==> src/rtl/gauss_conv3x3.sv <==
// 3x3 Gaussian blur ([1 2 1;2 4 2;1 2 1]/16, round-half-up) behind a window generator.
// Tracks raster position and emits one result per interior window, with coordinates and frame_done.

module gauss_row3 #(
  parameter int DATA_W = 8
) (
  input  logic [DATA_W-1:0] i_a,
  input  logic [DATA_W-1:0] i_b,
  input  logic [DATA_W-1:0] i_c,
  output logic [DATA_W+1:0] o_sum
);
  assign o_sum = {2'b00, i_a} + {1'b0, i_b, 1'b0} + {2'b00, i_c};
endmodule

module gauss_conv3x3 #(
  parameter int DATA_W = 8,
  parameter int IMG_W  = 32,
  parameter int IMG_H  = 32,
  localparam int RW    = $clog2(IMG_H),
  localparam int CW    = $clog2(IMG_W)
) (
  input  logic              clk,
  input  logic              rst_n,
  input  logic              pixel_vld,
  input  logic              sof,
  input  logic [DATA_W-1:0] w00,
  input  logic [DATA_W-1:0] w01,
  input  logic [DATA_W-1:0] w02,
  input  logic [DATA_W-1:0] w10,
  input  logic [DATA_W-1:0] w11,
  input  logic [DATA_W-1:0] w12,
  input  logic [DATA_W-1:0] w20,
  input  logic [DATA_W-1:0] w21,
  input  logic [DATA_W-1:0] w22,
  output logic [DATA_W-1:0] blur_out,
  output logic              blur_vld,
  output logic [RW-1:0]     blur_row,
  output logic [CW-1:0]     blur_col,
  output logic              frame_done
);
  localparam int SW = DATA_W + 4;
  localparam logic [RW-1:0] ROW_LAST = RW'(IMG_H - 1);
  localparam logic [CW-1:0] COL_LAST = CW'(IMG_W - 1);
  localparam logic [RW-1:0] ROW_TWO  = RW'(2);
  localparam logic [CW-1:0] COL_TWO  = CW'(2);

  // position of the next pixel to be accepted
  logic [RW-1:0] r_row;
  logic [CW-1:0] r_col;
  logic [RW-1:0] w_pr;
  logic [CW-1:0] w_pc;

  // vld_pipe[0]: pixel accepted last cycle (stage 0), vld_pipe[1]: stage 1 valid
  logic [1:0]    r_vld_pipe;
  logic [RW-1:0] r_pr0;
  logic [CW-1:0] r_pc0;
  logic          w_v0;

  logic [2:0][DATA_W-1:0] w_a, w_b, w_c;
  logic [2:0][DATA_W+1:0] w_s, r_s;
  logic [RW-1:0] r_row1;
  logic [CW-1:0] r_col1;
  logic          r_last1;
  logic [SW-1:0] w_tot;

  assign w_pr = sof ? '0 : r_row;
  assign w_pc = sof ? '0 : r_col;

  always_ff @(posedge clk or negedge rst_n) begin
    if (!rst_n) begin
      r_row <= '0;
      r_col <= '0;
    end else if (pixel_vld) begin
      if (sof) begin
        r_row <= '0;
        r_col <= CW'(1);
      end else if (r_col == COL_LAST) begin
        r_col <= '0;
        r_row <= (r_row == ROW_LAST) ? '0 : r_row + 1'b1;
      end else begin
        r_col <= r_col + 1'b1;
      end
    end
  end

  // cols 0/1 still see the previous row's tail, rows 0/1 lack line history
  assign w_v0 = r_vld_pipe[0] && (r_pr0 >= ROW_TWO) && (r_pc0 >= COL_TWO);

  assign w_a = {w20, w10, w00};
  assign w_b = {w21, w11, w01};
  assign w_c = {w22, w12, w02};

  for (genvar g = 0; g < 3; g++) begin : g_row
    gauss_row3 #(.DATA_W(DATA_W)) u_row (
      .i_a  (w_a[g]),
      .i_b  (w_b[g]),
      .i_c  (w_c[g]),
      .o_sum(w_s[g])
    );
  end

  assign w_tot = {2'b00, r_s[0]} + {1'b0, r_s[1], 1'b0} + {2'b00, r_s[2]} + SW'(8);

  always_ff @(posedge clk or negedge rst_n) begin
    if (!rst_n) begin
      r_vld_pipe <= '0;
      r_pr0      <= '0;
      r_pc0      <= '0;
      r_s        <= '0;
      r_row1     <= '0;
      r_col1     <= '0;
      r_last1    <= 1'b0;
      blur_out   <= '0;
      blur_vld   <= 1'b0;
      blur_row   <= '0;
      blur_col   <= '0;
      frame_done <= 1'b0;
    end else begin
      r_vld_pipe <= {w_v0, pixel_vld};
      if (pixel_vld) begin
        r_pr0 <= w_pr;
        r_pc0 <= w_pc;
      end
      if (w_v0) begin
        r_s     <= w_s;
        r_row1  <= r_pr0 - 1'b1;
        r_col1  <= r_pc0 - 1'b1;
        r_last1 <= (r_pr0 == ROW_LAST) && (r_pc0 == COL_LAST);
      end
      blur_vld   <= r_vld_pipe[1];
      frame_done <= r_vld_pipe[1] && r_last1;
      if (r_vld_pipe[1]) begin
        blur_out <= DATA_W'(w_tot >> 4);
        blur_row <= r_row1;
        blur_col <= r_col1;
      end
    end
  end
endmodule
==> config.mk <==
export PLATFORM = sky130hd
export DESIGN_NAME = gauss_conv3x3
export DESIGN_NICKNAME = d
export VERILOG_FILES = /design/src/rtl/gauss_conv3x3.sv
export SDC_FILE = /design/constraint.sdc
export NUM_CORES = 1
export LEC_CHECK = 0
export CORE_MARGIN = 2
export CORE_UTILIZATION = 45
export CTS_BUF_LIST = sky130_fd_sc_hd__clkbuf_8
export CTS_CLUSTER_SIZE = 24
export DETAILED_ROUTE_END_ITERATION = 7
export PLACE_DENSITY = 0.7
export SETUP_SLACK_MARGIN = 0.4
export SLEW_MARGIN = 25
export SYNTH_ARGS = -nofsm -noshare
export SYNTH_HDL_FRONTEND = slang
export SYNTH_HIERARCHICAL = 1
export SYNTH_SLANG_ARGS = --single-unit
==> constraint.sdc <==
create_clock -name clk -period 3.3 [get_ports clk]
set_input_delay 0.33 -clock clk [delete_from_list [all_inputs] [get_ports clk]]
set_output_delay 0.33 -clock clk [all_outputs]
set_load 0.005 [all_outputs]
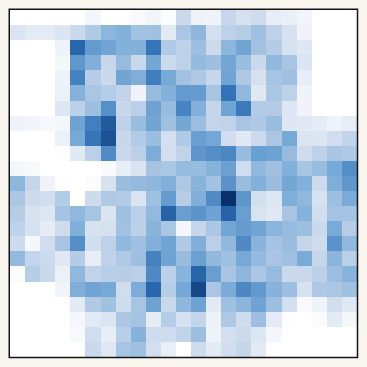
Figure 1: run 1, signal metal coverage by tile.
Drawn at 3 px/micron. 23 x 23 tiles, from white (low) to dark blue (high), scaled to the fullest tile. Values are wire area over tile area, all layers added.
densest ninth of the die: center
mean over tiles: 0.13
nearly empty tiles: 18%
fullest tile: 0.47
tiles over half the peak: 15%
Wirelength per Cell: 13.8 microns
vias post-DR: 4181
final WL: 11.3 mm

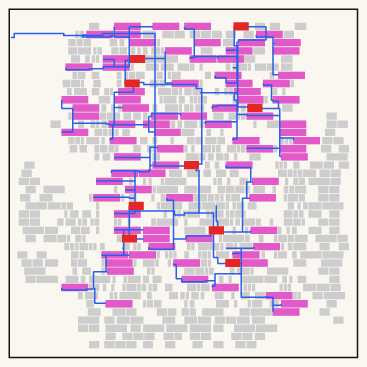
Figure 2: run 1, clock distribution.
Drawn at 3 px/micron.
[clock wires] blue | length: 1040 microns
[flip-flops] magenta | count: 83
[clock-net drivers] red | count: 9
routed clock nets: 10

==> changes_impl.md, run 1 <==
## Flow update

* Status: complete, but fails checks
* Busiest grt layer: met2
* Die Span Y at 116 microns
* Final Instance Count excl. Fillers at 821
* P&R area growth vs syn at 22.7%
* CP Class: reg -> reg
* Slew margin rel. at 46.2%
* Slowest Stage Delay on Critical Path at 0.44 ns
* Failing checks: hold timing
* Crit-path leading delay family: adder cells
* Share of layout cells above drive strength 1 at 6.89%
* Placer Congestion at 0.881
* Clock sinks at 83
* Hold_ws at -0.0219 ns
* Antenna diodes at 0
* Yosys top cell by instances: nand2_1
* Crit path DAT at 2.92 ns
* Worst Path Required at 3.55 ns
* Met2 Usage GRT at 30.2%
* Syn Area/Cell at 10.1 sq um
* Leakage Power at 0.00309 uW
* Global-route wire length before repair at 19.8 mm
* Worst Skew at 0.00861 ns
* Sum Neg Setup Slack at 0 ns
* Nets at 811
* Filler cell count at 1048
* Tool Warnings at 30
* Synth top cells by count: nand2_1 (91), dfrtp_1 (83), ha_1 (54), inv_1 (50), fa_1 (33)
* Post-synth EDFFs at 0
* Ys flops at 83
* Number of buffers created by CTS at 9
* IO Pins at 96
* Power density cells at 800 nW/um^2
* First-pass detailed-route iteration total at 4
* Overall Power at 5500 uW
* Max IR drop VDD at 0.000493 V
* Clock root buffer: clkbuf_8
* Top cells by area: dfrtp_1 (37%), ha_1 (12%), fa_1 (12%)
* DRT antenna net count at 0
* Reg2reg path depth at 10
* Synth Cell Area at 5610 sq um
* Clk pin slew, worst setup/hold paths at 0.09 ns
* Core Rows at 40
* Critical path peak fanout at 3
* Core ar. at 12100 sq um
* Pin count of the biggest net entering global routing at 84
* Htree depth at 3
* R2R Setup Slk at 0.63 ns
* Final Hold Violation Tally at 16
* Met3 track demand over resource at 3.19%
* R2R Path End: blur_out[3]$_DFFE_PN0P_
* Min setup slack post-route at 0.628 ns
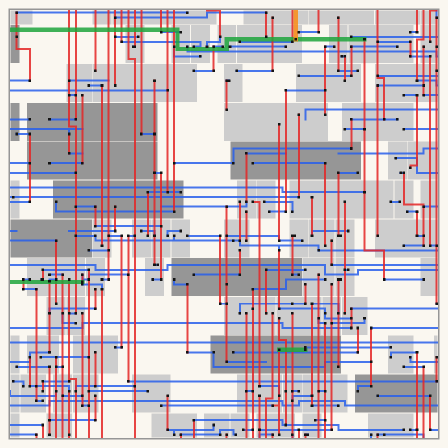
Figure 3: run 1, close-up of the layout.
Region (43, 20) to (73, 50) microns. Cells in gray, sequential cells in the stronger gray; small squares are vias.
[M4] orange
[M1] blue
[M3] green
[M2] red
sequential cells in the window: 8
most frequent: inv_1 (15), nand2_1 (13), dfrtp_1 (8)
netlist names of flops here include: r_s (8)
cells with their middle in the window: 67

-- run 1: metal layers --
layer  vias up  share of wire, %
met4         0              0.93
met2        68                47
met3         9               3.7
met5         -                 0
li1       2089                 -
met1      2015                48
-- run 1: final cells by class --
cell class | count | area [sq um] | area share [%]
Sequential cell | 83 | 2080 | 30.2
Inverter | 51 | 191 | 2.78
Clock inverter | 6 | 65.1 | 0.946
Clock buffer | 10 | 138 | 2.00
Timing Repair Buffer | 97 | 967 | 14.1
Multi-Input combinational cell | 406 | 3230 | 47.0
Tap cell | 168 | 210 | 3.06
-- run 1: cell usage in the layout (no fill, tap or decap), types with 3 or more instances in the layout --
master,instances
fa_1,33
o31ai_1,4
nand3_1,12
o21ai_0,31
and3_1,3
a21oi_2,4
mux2_2,14
clkbuf_8,10
nor3_1,5
xnor2_1,17
clkdlybuf4s50_1,94
o21bai_1,4
inv_1,51
nand3b_1,14
o21ai_1,17
dfrtp_1,83
nor2_1,12
o22ai_1,5
nor2b_1,6
nand4_1,6
o21a_1,4
nor3b_1,3
a21oi_1,22
clkinvlp_4,3
nand2_1,91
ha_1,54
a31oi_1,3
xor2_1,8
-- run 1: registers in the layout, summed over array words and instances (netlist names) --
signal      flops
r_col           5
blur_vld        1
r_row           5
r_last1         1
r_vld_pipe      2
r_pr0           5
r_row1          5
r_s            30
blur_row        5
blur_out        8
r_pc0           5
frame_done      1
r_col1          5
blur_col        5
-- run 1: how the worst max path moves through the flow --
stage / start / to / depth (start not counted)
finish: r_s[2]$_DFFE_PN0P_ / blur_out[3]$_DFFE_PN0P_ / 10
floorplan: r_s[4]$_DFFE_PN0P_ / blur_out[6]$_DFFE_PN0P_ / 10
global placement: w20[1] / r_s[27]$_DFFE_PN0P_ / 10
CTS: r_s[4]$_DFFE_PN0P_ / blur_out[6]$_DFFE_PN0P_ / 10
global route: r_s[14]$_DFFE_PN0P_ / blur_out[3]$_DFFE_PN0P_ / 10
detailed placement: w20[1] / r_s[27]$_DFFE_PN0P_ / 10
-- run 1: stage by stage --
| stage | area, sq um | hold slack [ns] | util [%] |
|---|---|---|---|
| floorplan | 5610 | 0.0344 | - |
| global placement | 6670 | 0.459 | 55.3 |
| detailed placement | 6670 | 0.467 | 55.3 |
| CTS | 6870 | 0.178 | 57.0 |
| global route | 6880 | 0.0669 | 57.0 |
| finish | 6880 | -0.0219 | 57.0 |
-- run 1: power breakdown --
group	internal, uW	leakage (uW)	switching [uW]	total, uW
clock	370	0.0000963	374	744
combinational	1470	0.00195	1630	3110
sequential	1400	0.00104	257	1650
-- run 1: cells by family after synthesis --
logic type	after synthesis	share of synthesized area [%]
compound gates	116	13.1
xor+xnor	25	3.91
fa+ha+maj	87	23.8
buf+inv	68	5.33
flops	83	37.1
mux	14	2.81
simple gates	164	14.0
-- run 1: what timing repair did --
action,CTS,global route
resized,0,1
setup endpoints to repair,0,1
setup buffers,0,0
hold buffers,0,0
-- run 1: worst register-to-register path, stage by stage (launching register included) --
cell	delay, ns
dfrtp_1	0.33
inv_1	0.07
fa_1	0.44
inv_1	0.08
fa_1	0.41
ha_1	0.33
nand4_1	0.10
o2111ai_1	0.26
a21oi_1	0.13
xnor2_1	0.16
mux2_2	0.27
Figure 4. Routing congestion map (run 1).
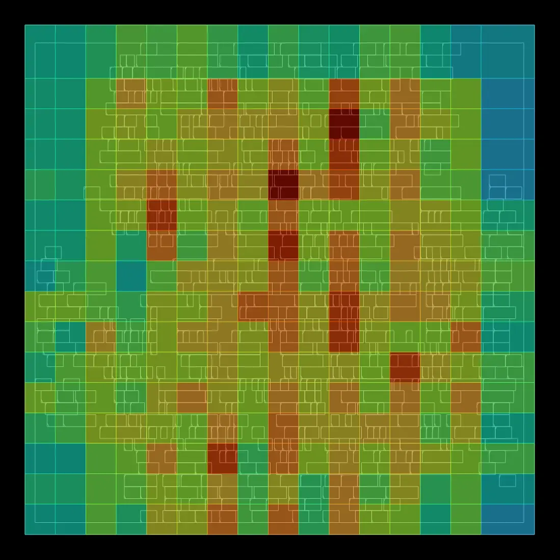

==> run 2, diff against run 1 <==
==> constraint.sdc (replaced) <==
create_clock -name clk -period 2.5 [get_ports clk]
set_input_delay 0.25 -clock clk [delete_from_list [all_inputs] [get_ports clk]]
set_output_delay 0.25 -clock clk [all_outputs]
set_load 0.005 [all_outputs]
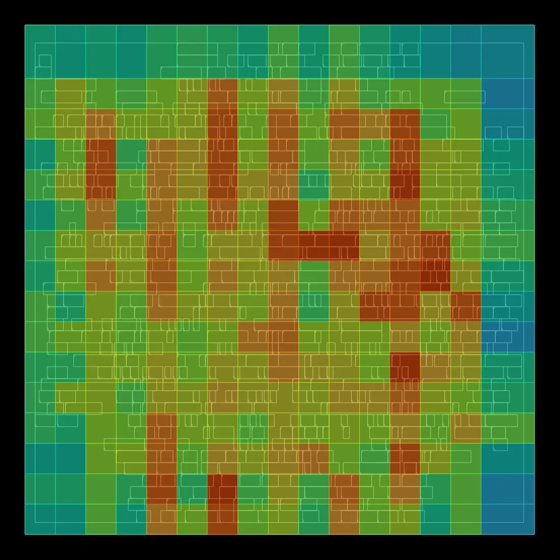
Figure 5: run 2, routing congestion map.
met3 track demand over resource: 3.29%
met2 Usage GRT: 32.9%
GR Util met1: 25.1%
Wirelength per Cell: 14.6 microns

==> run 2 against run 1 <==
The run ends with setup timing left. Sequential share of layout area is 2.6 points lower. Utilization up 5.3 points. Count of clock-buffer cells in the layout is 1 lower. Register-to-register slack got worse by 0.67 ns. Maximum frequency rose by 5.2%. First-iteration DRC count rose by 2.0%. Worst setup slack got worse by 0.67 ns. Total power is 61% higher. Flip-flop count stayed put. Synthesized cell count is the same. Critical path depth rose by 1. Combinational power is 86% higher. Largest cell class unchanged. Highest routed layer unchanged.
==> changes_impl.md, run 2 <==
## Flow update

* Comb pwr share at 65.5% (+9.0 points)
* Status: complete, but fails checks
* Largest register FFs at 30 (unchanged)
* IO Pins at 96 (unchanged)
* Die W at 116 microns
* Most frequent cells in the layout: nand2_1 (89), dfrtp_1 (83), clkdlybuf4s50_1 (61)
* Fin area at 7520 sq um (+9.3%)
* Synth top cells by count: nand2_1 (91), dfrtp_1 (83), ha_1 (54), inv_1 (50), fa_1 (33)
* Yosys top cell by instances: nand2_1
* Failing checks: setup timing
* Core Rows at 40 (unchanged)
* Clk pin slew, worst setup/hold paths at 0.10 ns (about the same)
* Hold_ws at 0.426 ns (+0.448 ns)
* Dominant logic cell type in the layout: nand2_1
* Worst Skew at 0.0132 ns (+0.00457 ns)
* Vias in the first global route at 4537
* Largest regs: r_s: 30 flops, blur_out: 8 flops
* Pin count of the biggest net entering global routing at 46 (-45%)
* Min setup slack post-route at -0.0398 ns (-0.668 ns)
* Clock sinks at 83 (unchanged)
* First-pass detailed-route iteration total at 4 (unchanged)
* Tool Warnings at 33 (+10%)
* P&R area growth vs syn at 34.2%
* Placer Congestion at 0.811 (-7.9%)
* Ys async rst share at 100%
* CP Class: reg -> reg
* Max IR drop VDD at 0.000851 V (+73%)
* Worst Path Required at 2.74 ns (-0.81 ns)
* Leakage Power at 0.00340 uW (+10%)
* Top cells by area: dfrtp_1 (37%), ha_1 (12%), fa_1 (12%)
* Filler cell count at 992 (-5.3%)
* GRT overflow at 0
* Clock network fraction of total power at 9.9% (-3.6 points)
* HPWL after detailed placement at 9.19 mm
* Net switching fraction of the power at 42.3% (+1.1 points)
* Crit path DAT at 2.78 ns (-0.14 ns)
* Core ar. at 12100 sq um (unchanged)
* Int Power at 5110 uW (+58%)
* Htree depth at 3 (unchanged)
* Antenna diodes at 0 (unchanged)
* Fin. max-slew vios at 0
* Initial antenna violation count at 0
* Floorplan core density at 46.5%
* Share of layout cells above drive strength 1 at 19.6% (+13 points)
* Power density cells at 1180 nW/um^2 (+47%)
* Reg power frac at 24.5% (-5.5 points)
* Syn Area/Cell at 10.1 sq um (unchanged)
* Slew margin rel. at 58.6% (+12 points)
* Post-synth EDFFs at 0 (unchanged)
* Dpl cell area at 6920 sq um (+3.8%)
* Final Hold Violation Tally at 0 (-16)
* Net Switching at 3740 uW (+65%)
* Final WL at 12.4 mm (+9.1%)
* Reg with most FFs: r_s
* Synth Cell Area at 5610 sq um (unchanged)
* Final Instance Count excl. Fillers at 846 (+3.0%)
* Setup-failing EPs final at 5
* Critical path peak fanout at 3 (unchanged)
* Vias post-DR at 4371 (+4.5%)
* DRT antenna net count at 0 (unchanged)
* Die Span Y at 116 microns (unchanged)
* Nets at 836 (+3.1%)
* Clock root buffer: clkbuf_8
* Ys flops at 83 (unchanged)
* Global-route wire length before repair at 20.6 mm (+4.2%)
* Overall Power at 8850 uW (+61%)
* Number of buffers created by CTS at 9 (unchanged)
[run 2: cell counts after synthesis]
No cell type changed its count.
[run 2: kinds of logic after synthesis]
logic type	Yosys count	synth area share, %
xor gates and xnor gates	25	3.91
AOI/OAI and AO/OA	116	13.1
buffers and inverters	68	5.33
muxes	14	2.81
DFF	83	37.1
and+or+nand+nor	164	14.0
adders and majority gates	87	23.8
[run 2: per-stage QoR]
stage          util, %  setup TNS [ns]
5_1_grt           62.3          -0.688
2_1_floorplan        -               0
3_5_place_dp      57.4           -1.43
3_3_place_gp      57.4          -0.762
4_1_cts           60.3         -0.0139
6_report          62.3          -0.134
[run 2: worst max-delay path: stages, from the launching register on]
cell and delay (ns):
dfrtp_1 0.35, inv_2 0.05, fa_2 0.38, inv_2 0.06, fa_2 0.46, ha_4 0.30
nand3_1 0.12, nor2_4 0.19, buf_4 0.13, o21ai_1 0.06, xor2_1 0.22, a21oi_1 0.09
[run 2: what timing repair did]
item	4_1_cts	5_1_grt
resized	42	57
hold buffers	1	0
endpoints found under the hold margin	40	0
buffers inserted	4	4
pin swaps	40	44
endpoints found under the setup margin	23	34
[run 2: power groups by stage]
| stage | Clock (uW) | Combinational (uW) | Sequential (uW) |
|---|---|---|---|
| 6_report | 879 | 5800 | 2170 |
| 4_1_cts | 892 | 5430 | 2170 |
| 3_5_place_dp | 0 | 5020 | 2200 |
| 2_1_floorplan | 0 | 3620 | 2110 |
| 5_1_grt | 961 | 6410 | 2240 |
| 3_3_place_gp | 0 | 4860 | 2180 |
[run 2: layer usage]
metal	track usage, %	vias to the layer above	part of all wire (%)
met5	0	-	0
met4	5.63	0	1.5
met3	3.29	16	4.1
met2	32.9	87	49
met1	25.1	2132	45
li1	-	2136	-
[run 2: path summary, 6_finish.rpt]
path                                startpoint                       to  slack [ns]  depth (start not counted)
min in group clk                        w01[0]       r_s[1]$_DFFE_PN0P_        0.43                          5
max in group asynchronous                rst_n      r_s[25]$_DFFE_PN0P_        1.45                          3
hold / removal                           rst_n     r_row[3]$_DFFE_PN0P_        0.43                          2
setup reg to reg            r_s[2]$_DFFE_PN0P_  blur_out[4]$_DFFE_PN0P_       -0.04                         11
setup / recovery            r_s[2]$_DFFE_PN0P_  blur_out[4]$_DFFE_PN0P_       -0.04                         11
hold reg to reg            r_last1$_DFFE_PN0P_      r_last1$_DFFE_PN0P_        0.48                          2
[run 2: cell type report]
type / count / area [sq um] / share of cell area, %
clock buffer: 9 / 124 / 1.65
multi-input combinational: 406 / 3660 / 48.7
inverter: 51 / 194 / 2.58
tap: 168 / 210 / 2.80
clock inverter: 7 / 52.6 / 0.699
sequential: 83 / 2080 / 27.6
timing repair buffer: 122 / 1200 / 16.0
Figure 6. Signal metal coverage by tile (run 2).
Drawn at 3 px/micron. 23 x 23 tiles, from white (low) to dark blue (high), scaled to the fullest tile. Values are wire area over tile area, all layers added.
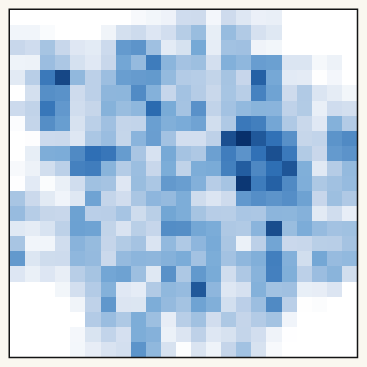

==> run 3, diff against run 2 <==
--- a/config.mk
+++ b/config.mk
@@ -8,9 +8,10 @@
 export CORE_MARGIN = 2
 export CORE_UTILIZATION = 45
 export CTS_BUF_LIST = sky130_fd_sc_hd__clkbuf_8
+export CTS_CLUSTER_DIAMETER = 30
 export CTS_CLUSTER_SIZE = 24
 export DETAILED_ROUTE_END_ITERATION = 7
-export PLACE_DENSITY = 0.7
+export PLACE_DENSITY = 0.78
 export SETUP_SLACK_MARGIN = 0.4
 export SLEW_MARGIN = 25
 export SYNTH_ARGS = -nofsm -noshare
==> constraint.sdc (replaced) <==
create_clock -name clk -period 2.5 [get_ports clk]
set_input_delay 0.5 -clock clk [delete_from_list [all_inputs] [get_ports clk]]
set_output_delay 0.5 -clock clk [all_outputs]
set_load 0.005 [all_outputs]
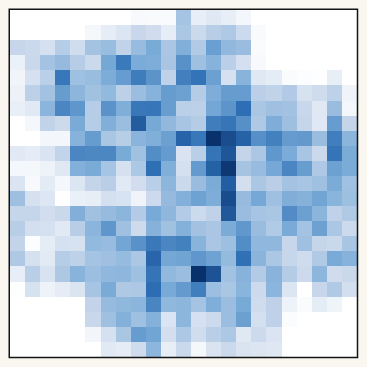
Figure 7: run 3, signal metal coverage by tile.
Drawn at 3 px/micron. 23 x 23 tiles, from white (low) to dark blue (high), scaled to the fullest tile. Values are wire area over tile area, all layers added.
mean over tiles: 0.16
emptiest ninth of the die: north-east
tiles over half the peak: 18%

==> run 3 against run 2 <==
The flow still finishes with violations (setup timing). Die area unchanged. Total power increased by 1.6%. Worst hold slack got worse by 0.32 ns.
==> changes_impl.md, run 3 <==
## Flow update

* Status: complete, but fails checks
* Failing checks: setup timing
* Fmax at 396 MHz
* Crit path DAT at 2.78 ns (about the same)
* Htree depth at 3 (unchanged)
* IO Pins at 96 (unchanged)
* Yosys top cell by instances: nand2_1
* DRT antenna net count at 0 (unchanged)
* Die W at 116 microns (unchanged)
* Top cell area share at 37.1%
* First-pass detailed-route iteration total at 6 (+2)
* Slew margin rel. at 61.4% (+2.7 points)
* Die Span Y at 116 microns (unchanged)
* Most used cell, CP: inv_2
* Ys async rst share at 100% (unchanged)
* Initial antenna violation count at 0 (unchanged)
* Number of buffers created by CTS at 9 (unchanged)
* Synth top cells by count: nand2_1 (91), dfrtp_1 (83), ha_1 (54), inv_1 (50), fa_1 (33)
* Cell taking the most area after synthesis: dfrtp_1
* CP Class: reg -> reg
* Share of layout cells above drive strength 1 at 30.0% (+10 points)
* Filler cell count at 894 (-9.9%)
* Crit path buf inv count at 2 (-1)
* Setup-failing EPs final at 1 (-4)
* GRT Total Usage at 20.0%
* Placer Congestion at 0.864 (+6.5%)
* Final WL at 13.5 mm (+9.0%)
* Vias post-DR at 4580 (+4.8%)
* Hold_ws at 0.102 ns (-0.324 ns)
* Dominant logic cell type in the layout: nand2_1
* Power density cells at 1130 nW/um^2 (-3.8%)
* Slowest-stage cell, CP: fa_1
* Global-route wire length before repair at 21.5 mm (+4.1%)
* GRT overflow at 0 (unchanged)
* Post-synthesis chip area from yosys at 5610 sq um
* Clock sinks at 83 (unchanged)
* Core Rows at 40 (unchanged)
* Slowest Stage Delay on Critical Path at 0.45 ns (about the same)
* HPWL after detailed placement at 9.54 mm (+3.8%)
* Min setup slack post-route at -0.0261 ns (+0.0137 ns)
* Pin count of the biggest net entering global routing at 46 (unchanged)
* Top cells by area: dfrtp_1 (37%), ha_1 (12%), fa_1 (12%)
* Crit-path leading delay family: adder cells
* Worst Skew at 0.00729 ns (-0.00589 ns)
* Reg with most FFs: r_s
* Clock root buffer: clkbuf_8
* Critical path peak fanout at 3 (unchanged)
* Final Hold Violation Tally at 0 (unchanged)
* Floorplan core density at 46.5% (unchanged)
* Yosys warning total at 6
* Post-synth EDFFs at 0 (unchanged)
* Core ar. at 12100 sq um (unchanged)
* Vias in the first global route at 4800 (+5.8%)
* Largest register FFs at 30 (unchanged)
* Antenna diodes at 0 (unchanged)
* Hold buffers post-CTS at 0 (-1)
* Clk pin slew, worst setup/hold paths at 0.09 ns (about the same)
* Fin. max-slew vios at 0 (unchanged)
* CP cell instances: inv_2 -> fa_2 -> inv_2 -> fa_1 -> ha_4 -> nand4_1 -> o2111ai_2 -> a21oi_2 -> xnor2_1 -> mux2_4
* Ys flops at 83 (unchanged)
* Leakage Power at 0.00358 uW (+5.2%)
* Syn Area/Cell at 10.1 sq um (unchanged)
* Synth Cell Area at 5610 sq um (unchanged)
* Final critical-path share of the clock period at 101%
* Post-route core utilization at 65.8% (+3.5 points)
* Max IR drop VDD at 0.000777 V (-8.7%)
* Die area at 13400 sq um
* Largest regs: r_s: 30 flops, blur_out: 8 flops
* Tool Warnings at 33 (unchanged)
* Worst Path Required at 2.75 ns (about the same)
* P&R area growth vs syn at 41.6%
* Nets at 869 (+3.9%)
* Final Instance Count excl. Fillers at 879 (+3.9%)
* Commonest flop: dfrtp_1
* Most frequent cells in the layout: nand2_1 (89), dfrtp_1 (83), buf_4 (51)
* Post-synth cell types at 56
* Wirelength per Cell at 15.3 microns (+4.9%)
==> run 3: netlist changes by cell type in the layout (fill, tap and decap cells not counted), sizes merged <==
cell / change
bufinv: +1
clkdlybuf4s50: -31
dlygate4sd3: -1
dlygate4sd2: +6
clkdlybuf4s15: +8
clkinvlp: -2
dlymetal6s2s: -8
buf: +48
inv: +1
clkbuf: +11
==> run 3: power breakdown <==
group          switching [uW]  total [uW]  internal [uW]
logic                    2810        5820           3010
clock network             519         989            470
registers                 342        2190           1840
total                    3670        8990           5320
==> run 3: area by class of cell <==
type                    count  area [sq um]  area share, %
multi-input cells         406          3890           49.0
flip-flops and latches     83          2080           26.2
repair buffers            155          1370           17.2
well taps                 168           210           2.65
inverters                  51           194           2.44
clock buffers               9           124           1.56
clock inverters             7          77.6          0.977
==> run 3: metal layers <==
layer  share of wire [%]  global-route usage (%)
met1                  41                    24.2
met2                  53                    36.9
met3                 4.3                    3.56
met4                 1.3                    5.16
met5                   0                       0
==> run 3: what timing repair did <==
action                                  in CTS  in global routing
pin swaps                                   79                 72
resized                                    153                 73
setup buffers                               11                  8
endpoints found under the setup margin      29                 36
==> run 3: cells by family after synthesis <==
group	count (synthesis)	synth area share (%)
adder cells (fa/ha/maj)	87	23.8
buffers and inverters	68	5.33
AND-OR/OR-AND	116	13.1
AND/OR/NAND/NOR	164	14.0
flip-flops	83	37.1
XOR/XNOR	25	3.91
multiplexers	14	2.81
==> run 3: through the flow <==
stage / setup TNS (ns) / setup WS, ns / power, uW / instance area [sq um]
floorplan: 0 / 0.105 / 5800 / 5850
CTS: -0.00963 / -0.00963 / 8720 / 7690
global placement: -3.07 / -0.250 / 7130 / 7220
finish: -0.0261 / -0.0261 / 8990 / 7940
detailed placement: -3.86 / -0.385 / 7330 / 7220
global route: -0.275 / -0.0760 / 9720 / 7940
==> run 3: path summary, 6_finish.rpt <==
| check | start | end | slack (ns) | cells past startpoint |
|---|---|---|---|---|
| max reg2reg | r_s[11]$_DFFE_PN0P_ | blur_out[3]$_DFFE_PN0P_ | -0.03 | 10 |
| min reg2reg | r_s[0]$_DFFE_PN0P_ | r_s[0]$_DFFE_PN0P_ | 0.48 | 2 |
| min in group clk | r_s[0]$_DFFE_PN0P_ | r_s[0]$_DFFE_PN0P_ | 0.48 | 2 |
| max | r_s[11]$_DFFE_PN0P_ | blur_out[3]$_DFFE_PN0P_ | -0.03 | 10 |
| min | rst_n | r_col[4]$_DFFE_PN0P_ | 0.10 | 1 |
| max in group asynchronous | rst_n | r_s[18]$_DFFE_PN0P_ | 1.78 | 2 |

==> screenshots <==
Gate-type map.
Drawn at 4 px/micron.
(a)
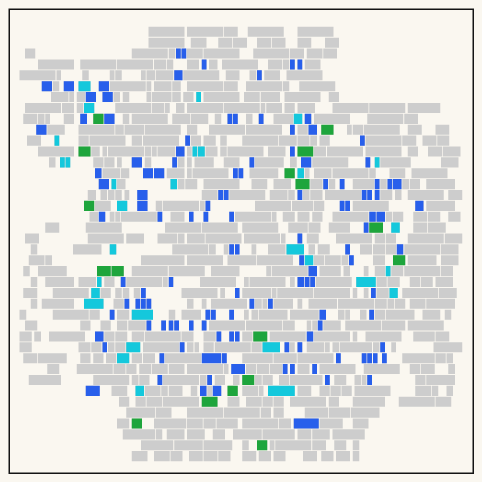
(b)
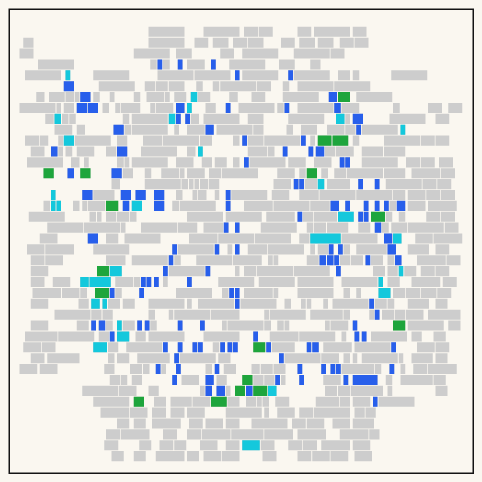
(c)
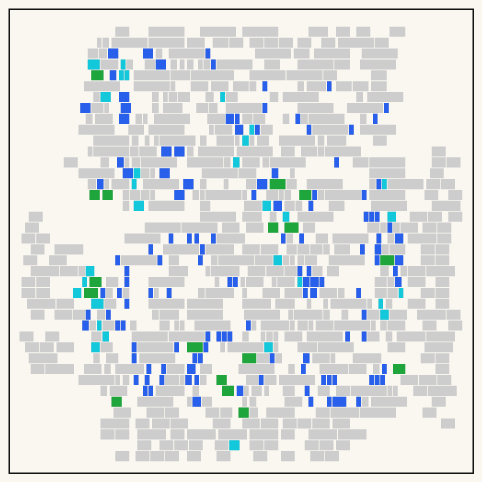
- run 2 = (b)
- run 1 = (c)
- run 3 = (a)

Key to (b):
[nand cells] blue | cells: 126
[non-inverting ao/oa cells] green | cells: 17
[nor cells] cyan | cells: 30

No activity file was given, so power comes from the tool's default toggle rates.
